Figure 1. Clock nets (run 1).
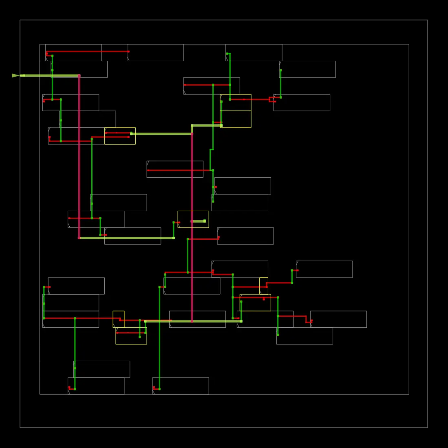
Figure 2. Placement density heat map (run 1).
Scale: 6 px per um. 7 x 7 tiles, from white (low) to dark blue (high), 0 to 100% covered.
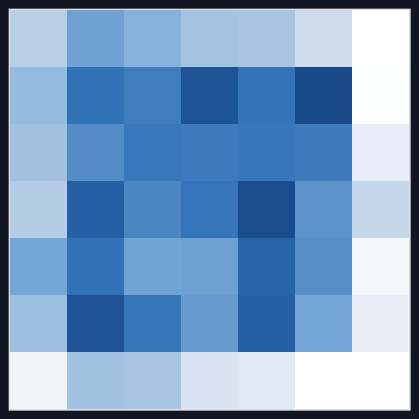
Figure 3. Clock network drawn from the DEF (run 1).
Scale: 6 px per um.
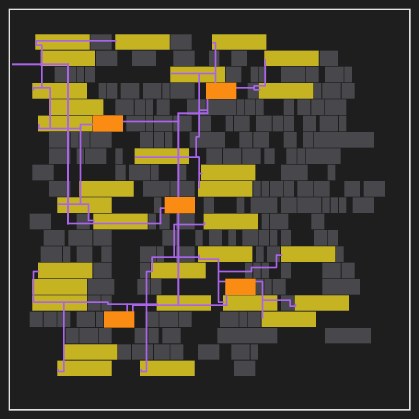
$ cat src/rtl/nn_sm_pkg.sv
// Shared definitions for the sign-magnitude stream decoder: FSM encoding,
// per-sample delta and two's-complement to sign-magnitude helpers.
package nn_sm_pkg;

  localparam logic [0:0] ST_IDLE  = 1'b0;
  localparam logic [0:0] ST_ACCUM = 1'b1;

  // Conversion helpers work at this width; the accumulator (WIN_BITS+2) must fit.
  localparam int SM_W = 32;

  typedef logic signed [1:0] delta_t;

  function automatic delta_t sm_delta(input logic in_bit, input logic sign_bit);
    if (!in_bit) return 2'sd0;
    return sign_bit ? -2'sd1 : 2'sd1;
  endfunction

  // Sign half of the conversion: zero and positive values both report sign 0.
  function automatic logic sm_is_neg(input logic signed [SM_W-1:0] x);
    return x[SM_W-1];
  endfunction

  function automatic logic [SM_W-1:0] sm_abs(input logic signed [SM_W-1:0] x);
    return x[SM_W-1] ? SM_W'(-x) : SM_W'(x);
  endfunction

endpackage

$ cat src/rtl/nn_sm_stream_decoder_if.sv
// Sample-stream input and windowed result output of the stream decoder.
interface nn_sm_stream_decoder_if #(
  parameter int WIN_BITS = 8
);
  logic                EN;
  logic                START;
  logic                IN;
  logic                SIGN_in;
  logic [WIN_BITS:0]   VALUE;
  logic                VALUE_SIGN;
  logic                VALID;
  logic                BUSY;

  modport master (
    output EN, START, IN, SIGN_in,
    input  VALUE, VALUE_SIGN, VALID, BUSY
  );

  modport slave (
    input  EN, START, IN, SIGN_in,
    output VALUE, VALUE_SIGN, VALID, BUSY
  );
endinterface

$ cat src/rtl/nn_sm_updown_counter.sv
// Signed up/down accumulator: adds a -1/0/+1 delta per enabled edge,
// synchronous clear has priority over enable.
module nn_sm_updown_counter
  import nn_sm_pkg::*;
#(
  parameter int W = 10
) (
  input  logic                CLK,
  input  logic                INIT,
  input  logic                clr,
  input  logic                en,
  input  delta_t              delta,
  output logic signed [W-1:0] acc
);

  // NOTE: state registers use non-blocking assignments so every flop samples
  // pre-edge values; blocking here would create order-dependent simulation.
  always_ff @(posedge CLK or posedge INIT) begin
    if (INIT) begin
      acc <= '0;
    end else if (clr) begin
      acc <= '0;
    end else if (en) begin
      acc <= acc + W'(delta);
    end
  end

endmodule

$ cat src/rtl/nn_sm_stream_decoder.sv
// Integrates a sign-magnitude stochastic bitstream over 2^WIN_BITS enabled
// samples and reports the windowed sum in sign-magnitude form with a VALID pulse.
module nn_sm_stream_decoder
  import nn_sm_pkg::*;
#(
  parameter int WIN_BITS   = 8,
  parameter int CONTINUOUS = 0
) (
  input  logic                   CLK,
  input  logic                   INIT,
  nn_sm_stream_decoder_if.slave  bus
);

  localparam int ACC_W = WIN_BITS + 2;
  localparam int VAL_W = WIN_BITS + 1;

  logic [0:0]              state;
  logic [WIN_BITS-1:0]     wcnt;
  logic                    in_accum;
  logic                    sample;
  logic                    last_sample;
  logic                    acc_clr;
  delta_t                  delta;
  logic signed [ACC_W-1:0] acc;
  logic signed [ACC_W-1:0] acc_sum;

  assign in_accum    = (state == ST_ACCUM);
  assign sample      = in_accum && bus.EN;
  assign last_sample = sample && (wcnt == '1);
  assign delta       = sm_delta(bus.IN, bus.SIGN_in);
  // Final sample counts toward its own window, so results use ACC + delta.
  assign acc_sum     = acc + ACC_W'(delta);
  assign acc_clr     = (!in_accum && bus.START) ||
                       (last_sample && (CONTINUOUS != 0));

  nn_sm_updown_counter #(.W(ACC_W)) u_acc (
    .CLK   (CLK),
    .INIT  (INIT),
    .clr   (acc_clr),
    .en    (sample),
    .delta (delta),
    .acc   (acc)
  );

  always_ff @(posedge CLK or posedge INIT) begin
    if (INIT) begin
      state <= ST_IDLE;
      wcnt  <= '0;
    end else if (!in_accum) begin
      wcnt <= '0;
      if (bus.START) state <= ST_ACCUM;
    end else if (sample) begin
      // The window counter wraps to zero on the final sample by itself.
      wcnt <= wcnt + 1'b1;
      if (last_sample && (CONTINUOUS == 0)) state <= ST_IDLE;
    end
  end

  always_ff @(posedge CLK or posedge INIT) begin
    if (INIT) begin
      bus.VALUE      <= '0;
      bus.VALUE_SIGN <= 1'b0;
      bus.VALID      <= 1'b0;
    end else begin
      bus.VALID <= last_sample;
      if (last_sample) begin
        bus.VALUE      <= VAL_W'(sm_abs(SM_W'(acc_sum)));
        bus.VALUE_SIGN <= sm_is_neg(SM_W'(acc_sum));
      end
    end
  end

  assign bus.BUSY = in_accum;

endmodule

$ cat src/flat_wrapper.sv
// flat-port wrapper written by rule: the top's interface ports become plain ports
module nn_sm_stream_decoder_flat import nn_sm_pkg::*;
#(
  parameter int WIN_BITS   = 8,
  parameter int CONTINUOUS = 0
)
  (CLK, INIT, bus_EN, bus_START, bus_IN, bus_SIGN_in, bus_VALUE, bus_VALUE_SIGN, bus_VALID, bus_BUSY);
  nn_sm_stream_decoder_if #(.WIN_BITS(WIN_BITS)) bus_i ();
  input  logic CLK;
  input  logic INIT;
  input wire logic [$bits(bus_i.EN)-1:0] bus_EN;
  input wire logic [$bits(bus_i.START)-1:0] bus_START;
  input wire logic [$bits(bus_i.IN)-1:0] bus_IN;
  input wire logic [$bits(bus_i.SIGN_in)-1:0] bus_SIGN_in;
  output wire logic [$bits(bus_i.VALUE)-1:0] bus_VALUE;
  output wire logic [$bits(bus_i.VALUE_SIGN)-1:0] bus_VALUE_SIGN;
  output wire logic [$bits(bus_i.VALID)-1:0] bus_VALID;
  output wire logic [$bits(bus_i.BUSY)-1:0] bus_BUSY;
  assign bus_i.EN = bus_EN;
  assign bus_i.START = bus_START;
  assign bus_i.IN = bus_IN;
  assign bus_i.SIGN_in = bus_SIGN_in;
  assign bus_VALUE = bus_i.VALUE;
  assign bus_VALUE_SIGN = bus_i.VALUE_SIGN;
  assign bus_VALID = bus_i.VALID;
  assign bus_BUSY = bus_i.BUSY;
  nn_sm_stream_decoder #(.WIN_BITS(WIN_BITS), .CONTINUOUS(CONTINUOUS)) u_core (.CLK(CLK), .INIT(INIT), .bus(bus_i));
endmodule
$ cat config.mk
export PLATFORM = sky130hd
export DESIGN_NAME = nn_sm_stream_decoder_flat
export DESIGN_NICKNAME = d
export VERILOG_FILES = /design/src/rtl/nn_sm_pkg.sv /design/src/rtl/nn_sm_stream_decoder_if.sv /design/src/rtl/nn_sm_updown_counter.sv /design/src/rtl/nn_sm_stream_decoder.sv /design/src/flat_wrapper.sv
export SDC_FILE = /design/constraint.sdc
export NUM_CORES = 1
export LEC_CHECK = 0
export CAP_MARGIN = 20
export CORE_MARGIN = 3
export CORE_UTILIZATION = 50
export CTS_CLUSTER_DIAMETER = 200
export DETAILED_ROUTE_END_ITERATION = 10
export PLACE_DENSITY_LB_ADDON = 0.08
export SYNTH_ARGS = -nofsm -noshare
export SYNTH_HDL_FRONTEND = slang
export SYNTH_SLANG_ARGS = --single-unit
$ cat constraint.sdc
create_clock -name CLK -period 3.3 [get_ports CLK]
set_input_delay 0.495 -clock CLK [delete_from_list [all_inputs] [get_ports CLK]]
set_output_delay 0.495 -clock CLK [all_outputs]
set_load 0.01 [all_outputs]
==> ci_impl_report.md, run 1 <==
## PnR job results

| Metric | Value |
|---|---|
| Top area contributor share | `0.410` |
| Synthesis-to-layout area growth | `19.1%` |
| CP max-delay cell | `clkdlybuf4s50_1` |
| First-pass GRT wire length | `6640 um` |
| DRT iter0 DRCs | `103` |
| Placed Cells incl. Taps | `255` |
| Worst-path clk slew | `0.06 ns` |
| Antenna viol nets, final | `0` |
| Number of logic gates | `146` |
| Crit path max-delay family | `AND-OR/OR-AND gates` |
| Drt first pass iters | `4` |
| Pre-CTS setup slack | `0.0846 ns` |
| Grt met1 use | `0.279` |
| # Cells Yosys | `190` |
| Mux area share | `0.0410` |
| Top Registers | `u_core.u_acc.acc: 10 flops, u_core.bus.VALUE: 9 flops, u_core.wcnt: 8 flops` |
| WL met2 | `1850 um` |
| DP HPWL | `2850 um` |
| CTS Buffer Depth | `2` |
| Final Hold Vio Count | `0` |
| VDD IR max | `0.421 mV` |
| Critical path type | `input port to flop` |
| Post-cts hold buffer count | `0` |
| Final nets | `226` |
| Vias in the first global route | `1,386` |
| Final min period | `3.01 ns` |
| Cell occurring most often along the worst timing path | `nand2_1` |
| Status | `complete, no violations` |
| Logic inverters | `8` |
| Number of I/O port buffers | `17` |
| CP peak stage delay | `0.55 ns` |
| Max-capacitance violation count | `0` |
| Worst path depth | `12` |
| DR vias/cell | `5.58` |
| Layout non-clock buf frac | `0.106` |
| Async set or reset register ratio after synthesis | `1.00` |
| Metal3 WL | `124 um` |
| WP data arrival | `3.18 ns` |
| XOR Share, Synth | `0.101` |
| Top non-seq family | `simple AND/OR/NAND/NOR gates` |
| CTS tree | `built` |
| PostCTS Resize Cnt | `0` |
| Worst Hold Path Cells | `1` |
| Fin crit share | `0.913` |
Back to the opening pictures, Figure 1:
# clk buffers: 7
Clk Latency, worst-skew pair: 0.28 ns

Back to the opening pictures, Figure 2:
tiles over 75% full: 14%
mean over tiles: 48%
densest ninth of the die: center
fullest tile: 90%
core area: 0.00344 mm2
Core Util at FP: 0.532
final core occ: 0.634

Back to the opening pictures, Figure 3:
legend:
  yellow:
    item: flip-flops
    count: 30
  orange:
    item: clock drivers
    count: 5
  purple:
    item: clock wires
    length: 395 um
routed clock nets: 6
Clk pwr share: 0.176
P_clk: 300 uW
Setup Skew: 0.0108 ns

==> run 1: path summary, 6_finish.rpt <==
kind                                             to  slack (ns)                start
worst max-delay path            u_core.bus.VALUE[6]        0.29               bus_IN
worst min-delay path            u_core.bus.VALUE[5]        0.51  u_core.bus.VALUE[5]
worst max register to register  u_core.bus.VALUE[6]        0.58  u_core.u_acc.acc[1]
worst min register to register  u_core.bus.VALUE[5]        0.51  u_core.bus.VALUE[5]
max in group asynchronous            u_core.wcnt[5]        2.43                 INIT
min in group asynchronous            u_core.wcnt[6]        0.59                 INIT
==> run 1: power breakdown <==
part	switching (mW)	internal (mW)
registers	0.152	0.468
logic	0.406	0.379
clock network	0.132	0.168
total	0.690	1.01
Figure 4. M3 wires (run 1).
Scale: 8 px per um.
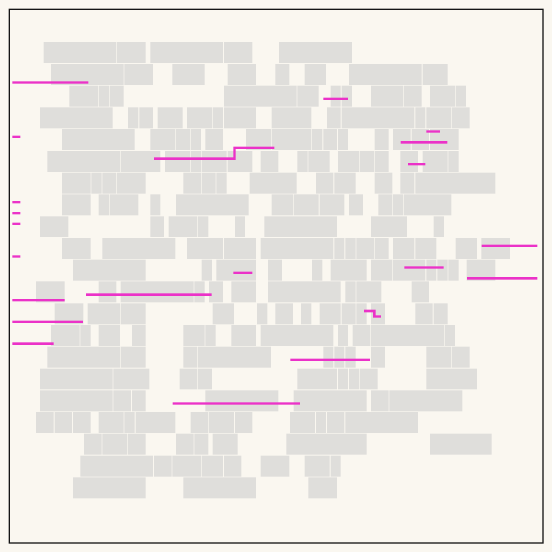

## Run 2: what changed since run 1
--- a/config.mk
+++ b/config.mk
@@ -6,6 +6,7 @@
 export NUM_CORES = 1
 export LEC_CHECK = 0
 export CAP_MARGIN = 20
+export CORE_ASPECT_RATIO = 0.8
 export CORE_MARGIN = 3
 export CORE_UTILIZATION = 50
 export CTS_CLUSTER_DIAMETER = 200
Figure 5. M3 wires (run 2).
Scale: 6 px per um.
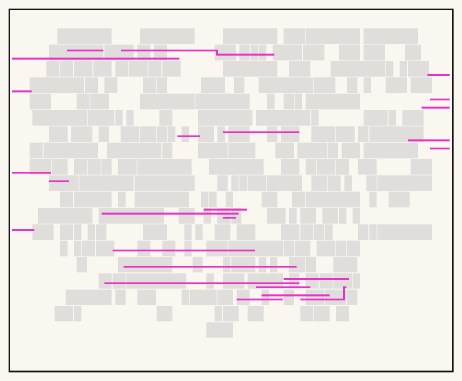
main direction: horizontal
nets with wire on the layer: 20

Figure 6. Placement density heat map (run 2).
Scale: 4 px per um. 7 x 6 tiles, from white (low) to dark blue (high), 0 to 100% covered.
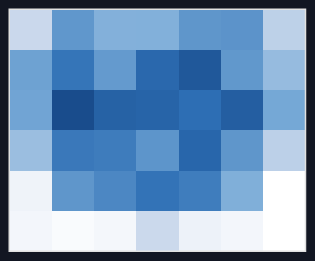
tiles over 75% full: 17%
emptiest ninth of the die: lower right
mean over tiles: 49%
densest ninth of the die: center

==> run 2 against run 1 <==
- via count decreased by 0.20%
- synthesized cell count unchanged
- final cell count decreased by 0.76%
- non-clock buffer count increased by 2
- global-route usage increased by 0.074 points
- power increased by 3.3%
- clock power increased by 21%
- design area increased by 1.3%
- utilization increased by 0.27 points
- die area increased by 0.10%
- critical endpoint unchanged
- largest power group unchanged
==> ci_impl_report.md, run 2 <==
## PnR job results

| Metric | Value |
|---|---|
| Clk pwr share | `0.205 (+0.029)` |
| Final Hold Vio Count | `0 (unchanged)` |
| Layout non-clock buf frac | `0.111 (+0.00548)` |
| DR vias/cell | `5.61 (+0.56%)` |
| Final core occ | `0.636 (+0.00268)` |
| Metal3 WL | `273 um (+120%)` |
| R2R Path End | `u_core.bus.VALUE[6]` |
| Final nets | `228 (+0.88%)` |
| Power in sequential cells | `624 uW (+0.6%)` |
| CTS tree | `built` |
| Clk Latency, worst-skew pair | `0.28 ns (about the same)` |
| Mux area share | `0.0410 (unchanged)` |
| Top Registers | `u_core.u_acc.acc: 10 flops, u_core.bus.VALUE: 9 flops, u_core.wcnt: 8 flops` |
| CP peak stage delay | `0.54 ns (about the same)` |
| Grt met1 use | `0.283 (+0.00461)` |
| DRT iter0 DRCs | `111 (+7.8%)` |
| NetSw | `691 uW (about the same)` |
| Pint | `1.07 mW (+5.5%)` |
| CTS Buffer Depth | `2 (unchanged)` |
| Crit path max-delay family | `AND-OR/OR-AND gates` |
| Critical path type | `input port to flop` |
| Number of logic gates | `146 (unchanged)` |
| Setup Skew | `0.00507 ns (-0.00577 ns)` |
| WP data arrival | `3.16 ns (-0.02 ns)` |
| CP max-delay cell | `clkdlybuf4s50_1` |
| Status | `complete, no violations` |
| Async set or reset register ratio after synthesis | `1.00 (unchanged)` |
| Reg2Reg Setup Slack | `0.63 ns (+0.05 ns)` |
| Number of I/O port buffers | `17 (unchanged)` |
| Worst path depth | `12 (unchanged)` |
| Core Util at FP | `0.528 (-0.00441)` |
| Largest Pwr Group | `combinational cells` |
| Fin crit share | `0.905 (-0.00803)` |
| Switch share | `0.392 (-0.0127)` |
| Vias in the first global route | `1,437 (+3.7%)` |
| Launching element of the worst setup path | `bus_IN` |
| Max-capacitance violation count | `0 (unchanged)` |
| Placed Cells incl. Taps | `253 (-0.78%)` |
| # Cells Yosys | `190 (unchanged)` |
| Post-cts hold buffer count | `0 (unchanged)` |
| Sequential power share | `0.354 (-0.010)` |
| Pre-CTS setup slack | `0.0653 ns (-0.0194 ns)` |
| Worst-path clk slew | `0.07 ns (about the same)` |
| Comb. pwr | `776 uW (-1%)` |
-- run 2: cell counts after synthesis --
No cell type changed its count.
-- run 2: how the worst min path moves through the flow --
stage / startpoint / endpoint / slack (ns) / cells past startpoint
floorplan: u_core.u_acc.acc[0] / u_core.u_acc.acc[0] / 0.50 / 1
global placement: u_core.bus.VALUE[5] / u_core.bus.VALUE[5] / 0.49 / 1
detailed placement: u_core.bus.VALUE[0] / u_core.bus.VALUE[0] / 0.51 / 1
CTS: u_core.bus.VALUE[0] / u_core.bus.VALUE[0] / 0.52 / 1
global route: u_core.bus.VALUE[0] / u_core.bus.VALUE[0] / 0.54 / 1
finish: u_core.bus.VALUE[0] / u_core.bus.VALUE[0] / 0.51 / 1
Figure 7. Clock network drawn from the DEF (run 2).
Scale: 4 px per um.
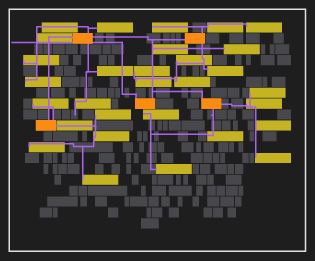

## Run 3: what changed since run 2
--- a/config.mk
+++ b/config.mk
@@ -6,9 +6,11 @@
 export NUM_CORES = 1
 export LEC_CHECK = 0
 export CAP_MARGIN = 20
+export CELL_PAD_IN_SITES_DETAIL_PLACEMENT = 2
+export CELL_PAD_IN_SITES_GLOBAL_PLACEMENT = 2
 export CORE_ASPECT_RATIO = 0.8
 export CORE_MARGIN = 3
-export CORE_UTILIZATION = 50
+export CORE_UTILIZATION = 36
 export CTS_CLUSTER_DIAMETER = 200
 export DETAILED_ROUTE_END_ITERATION = 10
 export PLACE_DENSITY_LB_ADDON = 0.08
Figure 8. Clock network drawn from the DEF (run 3).
Scale: 4 px per um.
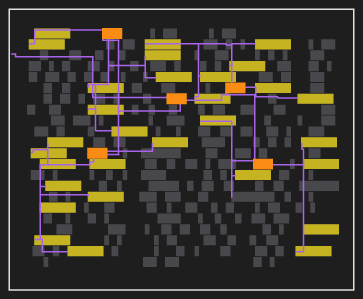
legend:
  yellow:
    item: flip-flops
    count: 30
  orange:
    item: clock drivers
    count: 5
  purple:
    item: clock wires
    length: 468 um
routed clock nets: 6

==> run 3 against run 2 <==
- design area rose by 0.91%
- clock skew fell by 0.0019 ns
- fmax rose by 1.8%
- clock-buffer cell count did not move
- sequential cell count did not move
- combinational power rose by 7.9%
- area after synthesis did not move
- via count rose by 5.0%
- worst hold slack got worse by 0.0050 ns
==> ci_impl_report.md, run 3 <==
## PnR job results

| Metric | Value |
|---|---|
| Status | `complete, no violations` |
| DRT iter0 DRCs | `51 (-54%)` |
| Metal3 WL | `220 um (-19%)` |
| CTS Buffer Depth | `2 (unchanged)` |
| Largest Pwr Group | `combinational cells` |
| Async set or reset register ratio after synthesis | `1.00 (unchanged)` |
| Clk pwr share | `0.202 (-0.003)` |
| Clk Latency, worst-skew pair | `0.29 ns (about the same)` |
| Setup Skew | `0.00318 ns (-0.00189 ns)` |
| CP max-delay cell | `clkdlybuf4s50_1` |
| Launching element of the worst setup path | `bus_IN` |
| Hold_sp | `u_core.bus.VALUE[5]` |
| Worst-path clk slew | `0.07 ns (about the same)` |
| Final nets | `227 (-0.44%)` |
| R2R Path End | `u_core.bus.VALUE[6]` |
| Switch share | `0.414 (+0.0221)` |
| Placed Cells incl. Taps | `270 (+6.7%)` |
| Final core occ | `0.471 (-0.166)` |
| Reg2Reg Setup Slack | `0.71 ns (+0.08 ns)` |
| Core Util at FP | `0.387 (-0.141)` |
| Fin crit share | `0.889 (-0.0164)` |
| Grt met1 use | `0.259 (-0.0247)` |
| Worst Hold Path Cells | `1 (unchanged)` |
| NetSw | `762 uW (+10%)` |
Figure 9. M3 wires (run 3).
Scale: 6 px per um.
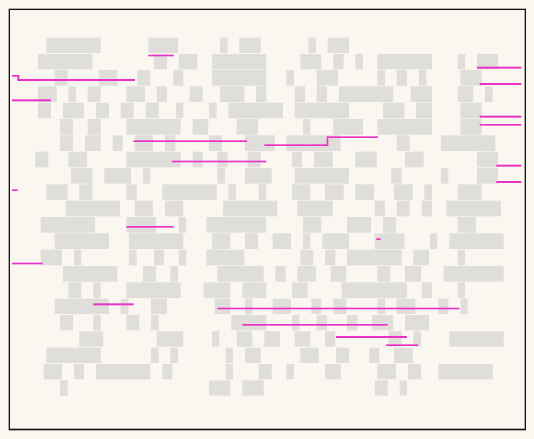
nets with wire on the layer: 16
main direction: horizontal
share of all routed wire: 4.0%
wire length on this layer: 220 um
longest straight run: 40.0 um
Routed Wire Length: 5490 um
overall via count from detail_route: 1,538
met3 Use GR: 0.0487

-- run 3: cell counts after synthesis --
Identical to the previous run, type by type.
-- run 3: kinds of logic after synthesis --
group	count (synthesis)	share of synthesized area
AND/OR/NAND/NOR	76	0.221
XOR/XNOR	19	0.101
flip-flops	30	0.410
adder cells (fa/ha/maj)	4	0.0273
multiplexers	7	0.0410
AND-OR/OR-AND	40	0.167
buffers and inverters	14	0.0328
-- run 3: final cells by class --
type,count,area (um2),share of cell area
multi-input combinational,146,1030,0.460
sequential,30,751,0.337
timing repair buffer,26,238,0.107
tap,60,75.1,0.0337
clock buffer,5,68.8,0.0309
clock inverter,3,40.0,0.0180
inverter,8,30.0,0.0135

## Gallery

Signal wires on met1.
Plate I
Scale: 4 px per um. Supply wires on this layer in gray.
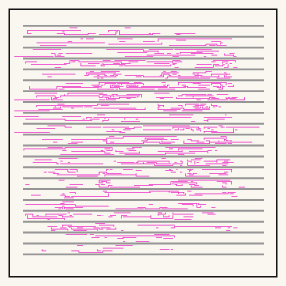
Plate II
Scale: 3 px per um. Supply wires on this layer in gray.
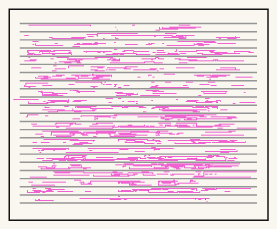
Plate III
Scale: 4 px per um. Supply wires on this layer in gray.
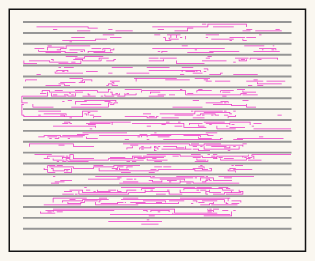
For run 2, see Plate III.
For run 1, see Plate I.
For run 3, see Plate II.
- largest die: Plate II

Power and IR drop assume default switching activity.
